File: src/rtl/uart_transceiver.sv
// -----------------------------------------------------------------------------
// uart_transceiver
//
// Full-duplex 8N1 UART between the RN41 Bluetooth module and the wireless
// protocol block. The receiver oversamples at 16x and takes one sample near
// the middle of each bit. The transmitter serialises one byte per strobe. The
// two directions share only the clock and reset.
//
// Ports
//   clk             in   master clock, all logic on posedge
//   rst             in   synchronous active-high reset
//   rx              in   serial line from RN41 TX pin (async, idle high)
//   tx              out  serial line to RN41 RX pin (idle high)
//   transmit        in   one-cycle strobe: send tx_byte (ignored while busy)
//   tx_byte  [7:0]  in   byte to send, captured on an accepted strobe
//   received        out  one-cycle strobe: rx_byte holds a new byte
//   rx_byte  [7:0]  out  last good received byte
//   is_receiving    out  RX FSM not idle
//   is_transmitting out  TX FSM not idle
//   recv_error      out  one-cycle strobe: stop bit sampled low
// -----------------------------------------------------------------------------
module uart_transceiver #(
  parameter int CLK_HZ = 50000000,
  parameter int BAUD   = 115200,
  parameter int DIV    = ((CLK_HZ / (BAUD * 16)) < 1) ? 1 : (CLK_HZ / (BAUD * 16))
) (
  input  logic       clk,
  input  logic       rst,
  input  logic       rx,
  output logic       tx,
  input  logic       transmit,
  input  logic [7:0] tx_byte,
  output logic       received,
  output logic [7:0] rx_byte,
  output logic       is_receiving,
  output logic       is_transmitting,
  output logic       recv_error
);

  localparam int BIT_CLKS = 16 * DIV;
  localparam int TW       = $clog2(16 * DIV);
  localparam int DW       = (DIV > 1) ? $clog2(DIV) : 1;

  localparam logic [DW-1:0] TICK_LAST = DW'(DIV - 1);
  localparam logic [TW-1:0] BIT_LAST  = TW'(BIT_CLKS - 1);

  typedef enum logic [2:0] {
    RX_IDLE, RX_START, RX_DATA, RX_STOP, RX_BREAK
  } rx_state_t;

  typedef enum logic [1:0] {
    TX_IDLE, TX_START, TX_DATA, TX_STOP
  } tx_state_t;

  // Two-flop synchroniser on the asynchronous line.
  logic            rx_meta_q;
  logic            rx_s_q;

  logic [DW-1:0]   tick_cnt_q, tick_cnt_d;
  logic            rx_tick;

  rx_state_t       rx_state_q, rx_state_d;
  logic [3:0]      rx_cnt_q, rx_cnt_d;
  logic [2:0]      rx_idx_q, rx_idx_d;
  logic [7:0]      rx_shift_q, rx_shift_d;
  logic [7:0]      rx_byte_q, rx_byte_d;
  logic            received_q, received_d;
  logic            recv_error_q, recv_error_d;

  tx_state_t       tx_state_q, tx_state_d;
  logic [TW-1:0]   tx_timer_q, tx_timer_d;
  logic [2:0]      tx_idx_q, tx_idx_d;
  logic [7:0]      tx_data_q, tx_data_d;
  logic            tx_q, tx_d;

  // State register: control and output flops (reset).
  always_ff @(posedge clk) begin
    if (rst) begin
      rx_meta_q    <= 1'b1;
      rx_s_q       <= 1'b1;
      tick_cnt_q   <= '0;
      rx_state_q   <= RX_IDLE;
      rx_cnt_q     <= '0;
      rx_idx_q     <= '0;
      rx_byte_q    <= '0;
      received_q   <= 1'b0;
      recv_error_q <= 1'b0;
      tx_state_q   <= TX_IDLE;
      tx_timer_q   <= '0;
      tx_idx_q     <= '0;
      tx_q         <= 1'b1;
    end else begin
      rx_meta_q    <= rx;
      rx_s_q       <= rx_meta_q;
      tick_cnt_q   <= tick_cnt_d;
      rx_state_q   <= rx_state_d;
      rx_cnt_q     <= rx_cnt_d;
      rx_idx_q     <= rx_idx_d;
      rx_byte_q    <= rx_byte_d;
      received_q   <= received_d;
      recv_error_q <= recv_error_d;
      tx_state_q   <= tx_state_d;
      tx_timer_q   <= tx_timer_d;
      tx_idx_q     <= tx_idx_d;
      tx_q         <= tx_d;
    end
  end

  // Data-only shift registers: contents are don't-care until the FSMs use them.
  always_ff @(posedge clk) begin
    rx_shift_q <= rx_shift_d;
    tx_data_q  <= tx_data_d;
  end

  // Oversample tick generator.
  always_comb begin
    rx_tick    = (tick_cnt_q == TICK_LAST);
    tick_cnt_d = rx_tick ? '0 : tick_cnt_q + DW'(1);
  end

  // RX next-state logic. All sampling decisions happen only on rx_tick.
  always_comb begin
    rx_state_d   = rx_state_q;
    rx_cnt_d     = rx_cnt_q;
    rx_idx_d     = rx_idx_q;
    rx_shift_d   = rx_shift_q;
    rx_byte_d    = rx_byte_q;
    received_d   = 1'b0;
    recv_error_d = 1'b0;
    if (rx_tick) begin
      case (rx_state_q)
        RX_IDLE: begin
          if (!rx_s_q) begin
            rx_state_d = RX_START;
            rx_cnt_d   = '0;
          end
        end
        RX_START: begin
          // Eighth tick lands mid start bit; a high line here was a glitch.
          if (rx_cnt_q == 4'd7) begin
            rx_cnt_d   = '0;
            rx_idx_d   = '0;
            rx_state_d = rx_s_q ? RX_IDLE : RX_DATA;
          end else begin
            rx_cnt_d = rx_cnt_q + 4'd1;
          end
        end
        RX_DATA: begin
          if (rx_cnt_q == 4'd15) begin
            rx_cnt_d             = '0;
            rx_shift_d[rx_idx_q] = rx_s_q;
            if (rx_idx_q == 3'd7) begin
              rx_state_d = RX_STOP;
            end else begin
              rx_idx_d = rx_idx_q + 3'd1;
            end
          end else begin
            rx_cnt_d = rx_cnt_q + 4'd1;
          end
        end
        RX_STOP: begin
          if (rx_cnt_q == 4'd15) begin
            rx_cnt_d = '0;
            if (rx_s_q) begin
              rx_byte_d  = rx_shift_q;
              received_d = 1'b1;
              rx_state_d = RX_IDLE;
            end else begin
              recv_error_d = 1'b1;
              rx_state_d   = RX_BREAK;
            end
          end else begin
            rx_cnt_d = rx_cnt_q + 4'd1;
          end
        end
        RX_BREAK: begin
          // Hold off until the line returns high so a held-low line does not
          // look like a stream of start bits.
          if (rx_s_q) begin
            rx_state_d = RX_IDLE;
          end
        end
        default: rx_state_d = RX_IDLE;
      endcase
    end
  end

  // TX next-state logic. Bit timing counts raw clocks.
  always_comb begin
    tx_state_d = tx_state_q;
    tx_timer_d = tx_timer_q;
    tx_idx_d   = tx_idx_q;
    tx_data_d  = tx_data_q;
    case (tx_state_q)
      TX_IDLE: begin
        if (transmit) begin
          tx_data_d  = tx_byte;
          tx_timer_d = '0;
          tx_idx_d   = '0;
          tx_state_d = TX_START;
        end
      end
      TX_START: begin
        if (tx_timer_q == BIT_LAST) begin
          tx_timer_d = '0;
          tx_state_d = TX_DATA;
        end else begin
          tx_timer_d = tx_timer_q + TW'(1);
        end
      end
      TX_DATA: begin
        if (tx_timer_q == BIT_LAST) begin
          tx_timer_d = '0;
          if (tx_idx_q == 3'd7) begin
            tx_state_d = TX_STOP;
          end else begin
            tx_idx_d = tx_idx_q + 3'd1;
          end
        end else begin
          tx_timer_d = tx_timer_q + TW'(1);
        end
      end
      TX_STOP: begin
        if (tx_timer_q == BIT_LAST) begin
          tx_timer_d = '0;
          tx_state_d = TX_IDLE;
        end else begin
          tx_timer_d = tx_timer_q + TW'(1);
        end
      end
      default: tx_state_d = TX_IDLE;
    endcase

    // Line level is registered from the next state so the pin never glitches.
    case (tx_state_d)
      TX_START: tx_d = 1'b0;
      TX_DATA:  tx_d = tx_data_d[tx_idx_d];
      default:  tx_d = 1'b1;
    endcase
  end

  // Outputs.
  always_comb begin
    tx              = tx_q;
    received        = received_q;
    rx_byte         = rx_byte_q;
    recv_error      = recv_error_q;
    is_receiving    = (rx_state_q != RX_IDLE);
    is_transmitting = (tx_state_q != TX_IDLE);
  end

endmodule

File: config.mk
export PLATFORM = sky130hd
export DESIGN_NAME = uart_transceiver
export DESIGN_NICKNAME = d
export VERILOG_FILES = /design/src/rtl/uart_transceiver.sv
export SDC_FILE = /design/constraint.sdc
export NUM_CORES = 1
export LEC_CHECK = 0
export ABC_AREA = 0
export CAP_MARGIN = 20
export CORE_ASPECT_RATIO = 0.6
export CORE_UTILIZATION = 60
export DETAILED_ROUTE_END_ITERATION = 10
export PLACE_DENSITY = 0.83
export SYNTH_ARGS = -nofsm -noshare
export SYNTH_HDL_FRONTEND = slang
export SYNTH_SLANG_ARGS = --single-unit
File: constraint.sdc
create_clock -name clk -period 3.55 [get_ports clk]
set_input_delay 0.355 -clock clk [delete_from_list [all_inputs] [get_ports clk]]
set_output_delay 0.355 -clock clk [all_outputs]
set_load 0.02 [all_outputs]
==> flow_summary_export.csv, run 1 <==
group,metric,value,unit
synth,yosys-top-cells-count,"dfxtp_1 (50), nor2_1 (47), a21oi_1 (17)",
finish,fin_cells,362,
placed_design,pre_cts_slack,1.061,ns
grt,busiest_layer,"met2",
setup_path,worstPathArrival,2.46,ns
sta,slew_headroom,56.57,%
pwr,switching_share,21.96,%
run,tool_warnings,27,
finish,nNonClkInverters,8,
synth,synth_cells,271,
synth,synth_chip_area,2644,um2
pwr,switchingPower,0.2971,mW
grt,track_usage,23.37,%
setup_path,r2r_slack,1.31,ns
synth,ys_sh_aoi,9.181,%
sta,worstMarginPinSlew,0.6494,ns
finish,combGateArea,1292,um2
sta,period_needed,2.236,ns
pwr,p_per_area,441.4,nW/um2
setup_path,reg2regPathDepth,8,
synth,syn-num-nets,291,
synth,yosys.area.top_type,"dfxtp_1",
clocking,holdBufCountCts,0,
pwr,pwr-share-comb,7.4,%
clocking,clock_latency,0.33,ns
outcome,status,"complete, no violations",
synth,async_flop_share,0,%
finish,lay_top_count,"dfxtp_1",
clocking,ctsLongestPathBuffers,2,
clocking,cts_tree,"built",
floorplanning,taps,60,
synth,netlist_logic_family_top,"simple AND/OR/NAND/NOR gates",
synth,edf_count,8,
sta,skew,0.006236,ns
sta,setup_viol_count_final,0,
sta,drv_slew,0,
setup_path,r2r_start,"tx_timer_q[0]",
placed_design,hpwl,3569,um
finish,clkbuf_count,12,
setup_path,endpoint_kind,"flop",
clocking,cts_buffers,9,
clocking,cts_resized,0,
detailed_routing,drt-met1-wl,2460,um
synth,most_common_cell,"dfxtp_1",
finish,comb_cells,195,
finish,regArea,1241,um2
detailed_routing,wl_met2,2256,um
worst_hold_path,min_to,"rx_s_q",
finish,flops,58,
floorplanning,fp.dieH,53.42,um
setup_path,slowest_stage,"dfxtp_1",
finish,sh_seq_area,40.51,%
detailed_routing,dr.pass1.iters,5,
floorplanning,die_area,4685,um2
setup_path,worst-path-buf-inv,0,
finish,design_area,3064,um2
finish,lay_top_cells,"dfxtp_1 (50), nor2_1 (47), clkdlybuf4s50_1 (24)",
synth,ys_top_cells_by_area,"dfxtp_1 (38%), edfxtp_1 (9.1%), nor2_1 (6.7%)",
synth,seq_area_frac_synth,46.95,%
floorplanning,fp_util,63.45,%
pwr,peakVddDrop,0.0002843,V
clocking,htreeDepth,3,
detailed_routing,drt_iter0_markers,90,
worst_hold_path,hold_start,"rx_meta_q",
finish,largest_register_ffs,9,
finish,num-nonclk-buffers,25,
floorplanning,rows,18,
placed_design,dp.cells,346,
finish,layout.nets,317,
worst_hold_path,min_path_cells,1,
sta,fin_ws,1.314,ns
run,cap_viol_max_count,0,
worst_hold_path,hp-class,"reg -> reg",
finish,area_share_nonclk_buffers,8.085,%
setup_path,cp.required,3.77,ns
synth,ys_cells,271,
floorplanning,die_w,87.70,um
finish,area_growth_syn_to_layout,15.90,%
finish,finish.utilization,73.54,%
clocking,clock-root-buffer,"clkbuf_8",
placed_design,postPlaceCellArea,2887,um2
setup_path,start_kind,"flop",
clocking,clock-sinks,58,
setup_path,r2r_end,"tx",
pwr,leakage,1.201,nW
synth,syn_area,2644,um2
sta,hold_ws,0.4276,ns
sta,period_used_share,62.99,%
sta,max_clock_freq,447.2,MHz
finish,final-clk-cell-share,5.798,%
detailed_routing,route.detailed.drc,0,
setup_path,slowest_delay,0.35,ns
grt,grt_max_degree,22,
pwr,p_int,1.056,mW
pwr,p_total,1.353,mW
finish,largest-register,"tx_timer_q",
floorplanning,coreArea,4167,um2
run 1: power by group through the flow:
stage	clock network, mW	logic [mW]	registers (mW)
finish	0.551	0.0998	0.702
global placement	0	0.0954	0.715
CTS	0.563	0.100	0.702
floorplan	0	0.0739	0.711
detailed placement	0	0.0996	0.716
global route	0.593	0.109	0.704
run 1: worst max path at each step:
stage,startpoint,endpoint,depth (start not counted)
CTS,tx_timer_q[0],tx,8
floorplan,tx_timer_q[0],tx,9
global placement,transmit,tx,6
global route,tx_timer_q[0],tx,8
detailed placement,transmit,tx,6
finish,tx_timer_q[0],tx,8
run 1: logic make-up after synthesis:
logic type / count (synthesis)
flops: 58
simple gates: 119
fa+ha+maj: 8
compound gates: 38
mux: 25
buf+inv: 18
xor+xnor: 5
run_1/m1.png
The bar under the picture is 20 um long.
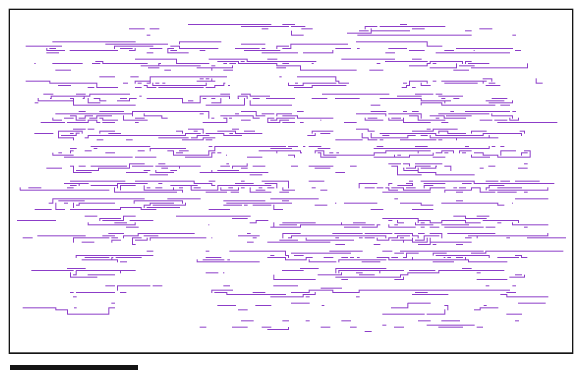
The layer carries 2,460 um of wire. The longest straight run is 23.5 um. The layer holds 49% of the routed length. The wires run mostly horizontal. 300 nets have wire on it.
met1 Use GR: 31.95%
vias: 2,013

run_1/m2.png
The bar under the picture is 20 um long.
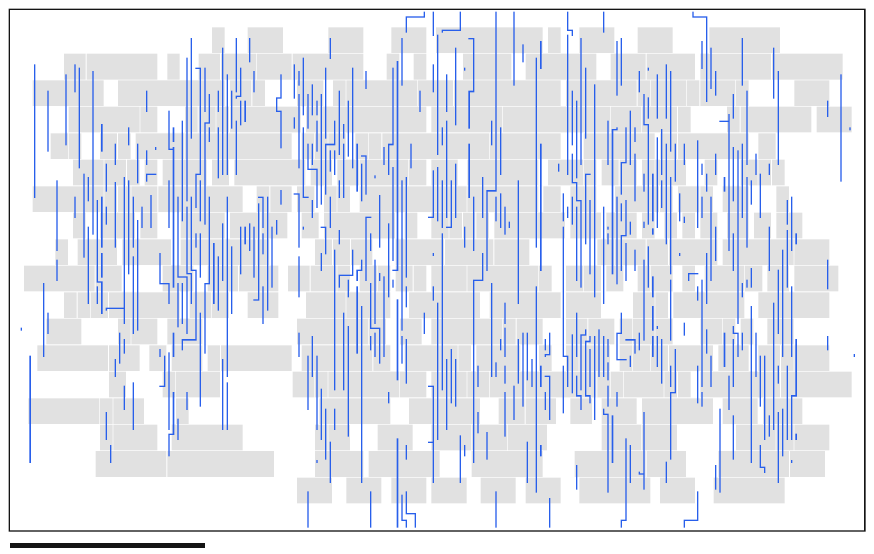
The longest straight run is 21.8 um. The wires run mostly vertical. The layer carries 2,260 um of wire. 268 nets have wire on it. The layer holds 45% of the routed length.
routed wire length: 5036 um
GR Util met2: 35.42%

run_1/m3.png
The bar under the picture is 20 um long.
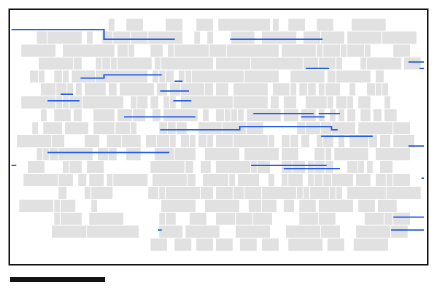
20 nets have wire on it. The wires run mostly horizontal. The layer holds 5.1% of the routed length. The layer carries 255 um of wire.
met3 GRT Util: 6.084%

run_1/congestion_map.png
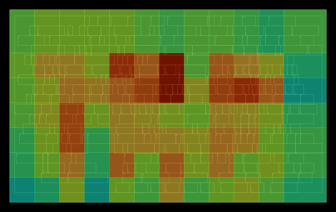

==> inputs of run 2 (changes only) <==
--- a/config.mk
+++ b/config.mk
@@ -8,9 +8,9 @@
 export ABC_AREA = 0
 export CAP_MARGIN = 20
 export CORE_ASPECT_RATIO = 0.6
-export CORE_UTILIZATION = 60
+export CORE_UTILIZATION = 56
 export DETAILED_ROUTE_END_ITERATION = 10
-export PLACE_DENSITY = 0.83
+export PLACE_DENSITY = 0.78
 export SYNTH_ARGS = -nofsm -noshare
 export SYNTH_HDL_FRONTEND = slang
 export SYNTH_SLANG_ARGS = --single-unit
==> constraint.sdc (replaced) <==
create_clock -name clk -period 2.32 [get_ports clk]
set_input_delay 0.232 -clock clk [delete_from_list [all_inputs] [get_ports clk]]
set_output_delay 0.232 -clock clk [all_outputs]
set_load 0.02 [all_outputs]
run_2/congestion_map.png
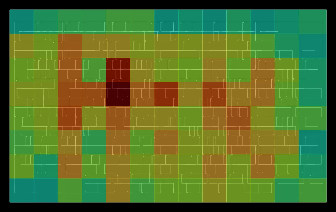
drt wl/cell: 13.60 um
busiest grt layer: met1
GR Util met2: 30.09%
met1 Use GR: 30.90%

run_2/m3.png
The bar under the picture is 20 um long.
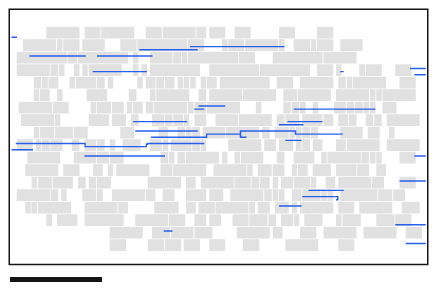
The wires run mostly horizontal. The layer holds 5.8% of the routed length. The longest straight run is 20.2 um. 21 nets have wire on it. The layer carries 289 um of wire.
vias: 2,033
met3 GRT Util: 7.438%
routed wire length: 4992 um

==> flow_summary_export.csv, run 2 <==
group,metric,value,unit
sta,slew_headroom,67.28,%
sta,max_clock_freq,461.7,MHz
finish,final-clk-cell-share,5.904,%
synth,syn-num-nets,291,
setup_path,r2r_start,"tx_timer_q[0]",
finish,layout.nets,322,
worst_hold_path,min_path_cells,1,
pwr,p_per_area,672.0,nW/um2
finish,fin_cells,367,
setup_path,cp.required,2.55,ns
clocking,clock-root-buffer,"clkbuf_8",
synth,synth_chip_area,2644,um2
sta,period_used_share,93.36,%
floorplanning,taps,60,
synth,ys_top_cells_by_area,"dfxtp_1 (38%), edfxtp_1 (9.1%), nor2_1 (6.7%)",
synth,top_cell_area_share,37.86,%
placed_design,gp_congestion,0.7755,
setup_path,worstPathArrival,2.39,ns
sta,fin_ws,0.1541,ns
setup_path,reg2regPathDepth,9,
sta,hold_viol,0,
synth,seq_area_frac_synth,46.95,%
detailed_routing,vias_per_cell,5.540,
sta,hold_ws,0.4112,ns
finish,layout-drive-gt1-share,12.05,%
setup_path,critPathCapture,"tx",
sta,worstMarginPinSlew,0.4864,ns
clocking,htreeDepth,3,
worst_hold_path,hold_start,"rx_meta_q",
floorplanning,die_area,5009,um2
finish,nNonClkInverters,8,
finish,largest-register,"tx_timer_q",
setup_path,slowest_delay,0.36,ns
clocking,clk_pin_slew,0.06,ns
finish,area_share_nonclk_buffers,9.157,%
setup_path,crit_path_cell_trace,"ha_1 > and4_1 > and2_2 > nor2_1 > a21oi_1 > a21oi_2 > ha_1 > or2_2 > a41o_1",
synth,synth.distinct_cells,52,
sta,skew,0.003223,ns
setup_path,cp-startpoint,"tx_timer_q[0]",
finish,combGateArea,1300,um2
clocking,holdBufCountCts,0,
worst_hold_path,min_to,"rx_s_q",
finish,num-nonclk-buffers,30,
run,cap_viol_max_count,0,
floorplanning,rows,18,
synth,yosys.area.top_type,"dfxtp_1",
clocking,cts_buffers,9,
setup_path,r2r_slack,0.15,ns
finish,largest_register_ffs,9,
floorplanning,coreArea,4324,um2
setup_path,crit_top_cell,"ha_1",
finish,finish.utilization,72.05,%
setup_path,path_max_fanout,6,
outcome,status,"complete, no violations",
finish,regArea,1241,um2
sta,setup_tns,0,ns
finish,flops,58,
clocking,clock_latency,0.33,ns
detailed_routing,dr.pass1.iters,4,
sta,period_needed,2.166,ns
floorplanning,die_w,90.71,um
detailed_routing,wl_met2,2002,um
worst_hold_path,hp-class,"reg -> reg",
setup_path,start_kind,"flop",
detailed_routing,drt-met1-wl,2625,um
finish,antenna_cells,0,
setup_path,crit_cells,9,
synth,yosys-top-cells-count,"dfxtp_1 (50), nor2_1 (47), a21oi_1 (17)",
pwr,p_total,2.094,mW
synth,edf_count,8,
grt,grt_max_degree,23,
clocking,cts_tree,"built",
clocking,clock-sinks,58,
synth,async_flop_share,0,%
placed_design,postPlaceCellArea,2924,um2
placed_design,hpwl,3442,um
synth,synth_cells,271,
grt,grt_overflow,0,
run,tool_warnings,27,
detailed_routing,dr_wl_met3,288,um
finish,sh_seq_area,39.84,%
pwr,peakVddDrop,0.0004619,V
grt,track_usage,21.66,%
placed_design,dp.cells,351,
setup_path,r2r_end,"tx",
placed_design,pre_cts_slack,0.07469,ns
finish,lay_top_cells,"dfxtp_1 (50), nor2_1 (47), clkdlybuf4s50_1 (24)",
grt,grt_pass1_vias,1819,
pwr,leakage,1.230,nW
synth,syn_area,2644,um2
grt,grt_pass1_wl,8445,um
finish,area_dominant_class,"multi-input combinational cells",
floorplanning,fp.dieH,55.22,um
sta,setup_viol_count_final,0,
detailed_routing,drt_iter0_markers,119,
sta,drv_slew,0,
finish,clkbuf_count,9,
clocking,ctsLongestPathBuffers,2,
finish,lay_top_count,"dfxtp_1",
setup_path,endpoint_kind,"flop",
finish,area_growth_syn_to_layout,17.84,%
floorplanning,num_io_pins,25,
detailed_routing,route.detailed.drc,0,
finish,design_area,3115,um2
synth,ys_cells,271,
floorplanning,fp_util,61.14,%
synth,ys.flop_type,"dfxtp_1",
finish,comb_cells,195,
setup_path,worst-path-buf-inv,0,
synth,most_common_cell,"dfxtp_1",
setup_path,slowest_stage,"dfxtp_1",
==> run 2: cells by family (layout without fill, tap and decap cells) <==
logic type      after synthesis  count (layout)  share of synthesized area [%]
simple gates                119             119                          23.66
flops                        58              58                          46.95
compound gates               38              38                          9.182
mux                          25              25                          10.60
buf+inv                      18              54                          4.164
fa+ha+maj                     8               8                          3.786
xor+xnor                      5               5                          1.657
==> run 2: what timing repair did <==
action / in CTS / in global routing
hold endpoints to repair: 0 / 0
endpoints found under the setup margin: 0 / 6
gates resized: 0 / 3
==> run 2: where the power goes <==
group / switching, mW / internal (mW) / leakage (nW) / total, mW
logic: 0.0790 / 0.0820 / 0.658 / 0.161
clock network: 0.378 / 0.481 / 0.0939 / 0.860
registers: 0.0212 / 1.05 / 0.478 / 1.07
Power and IR drop assume default switching activity.
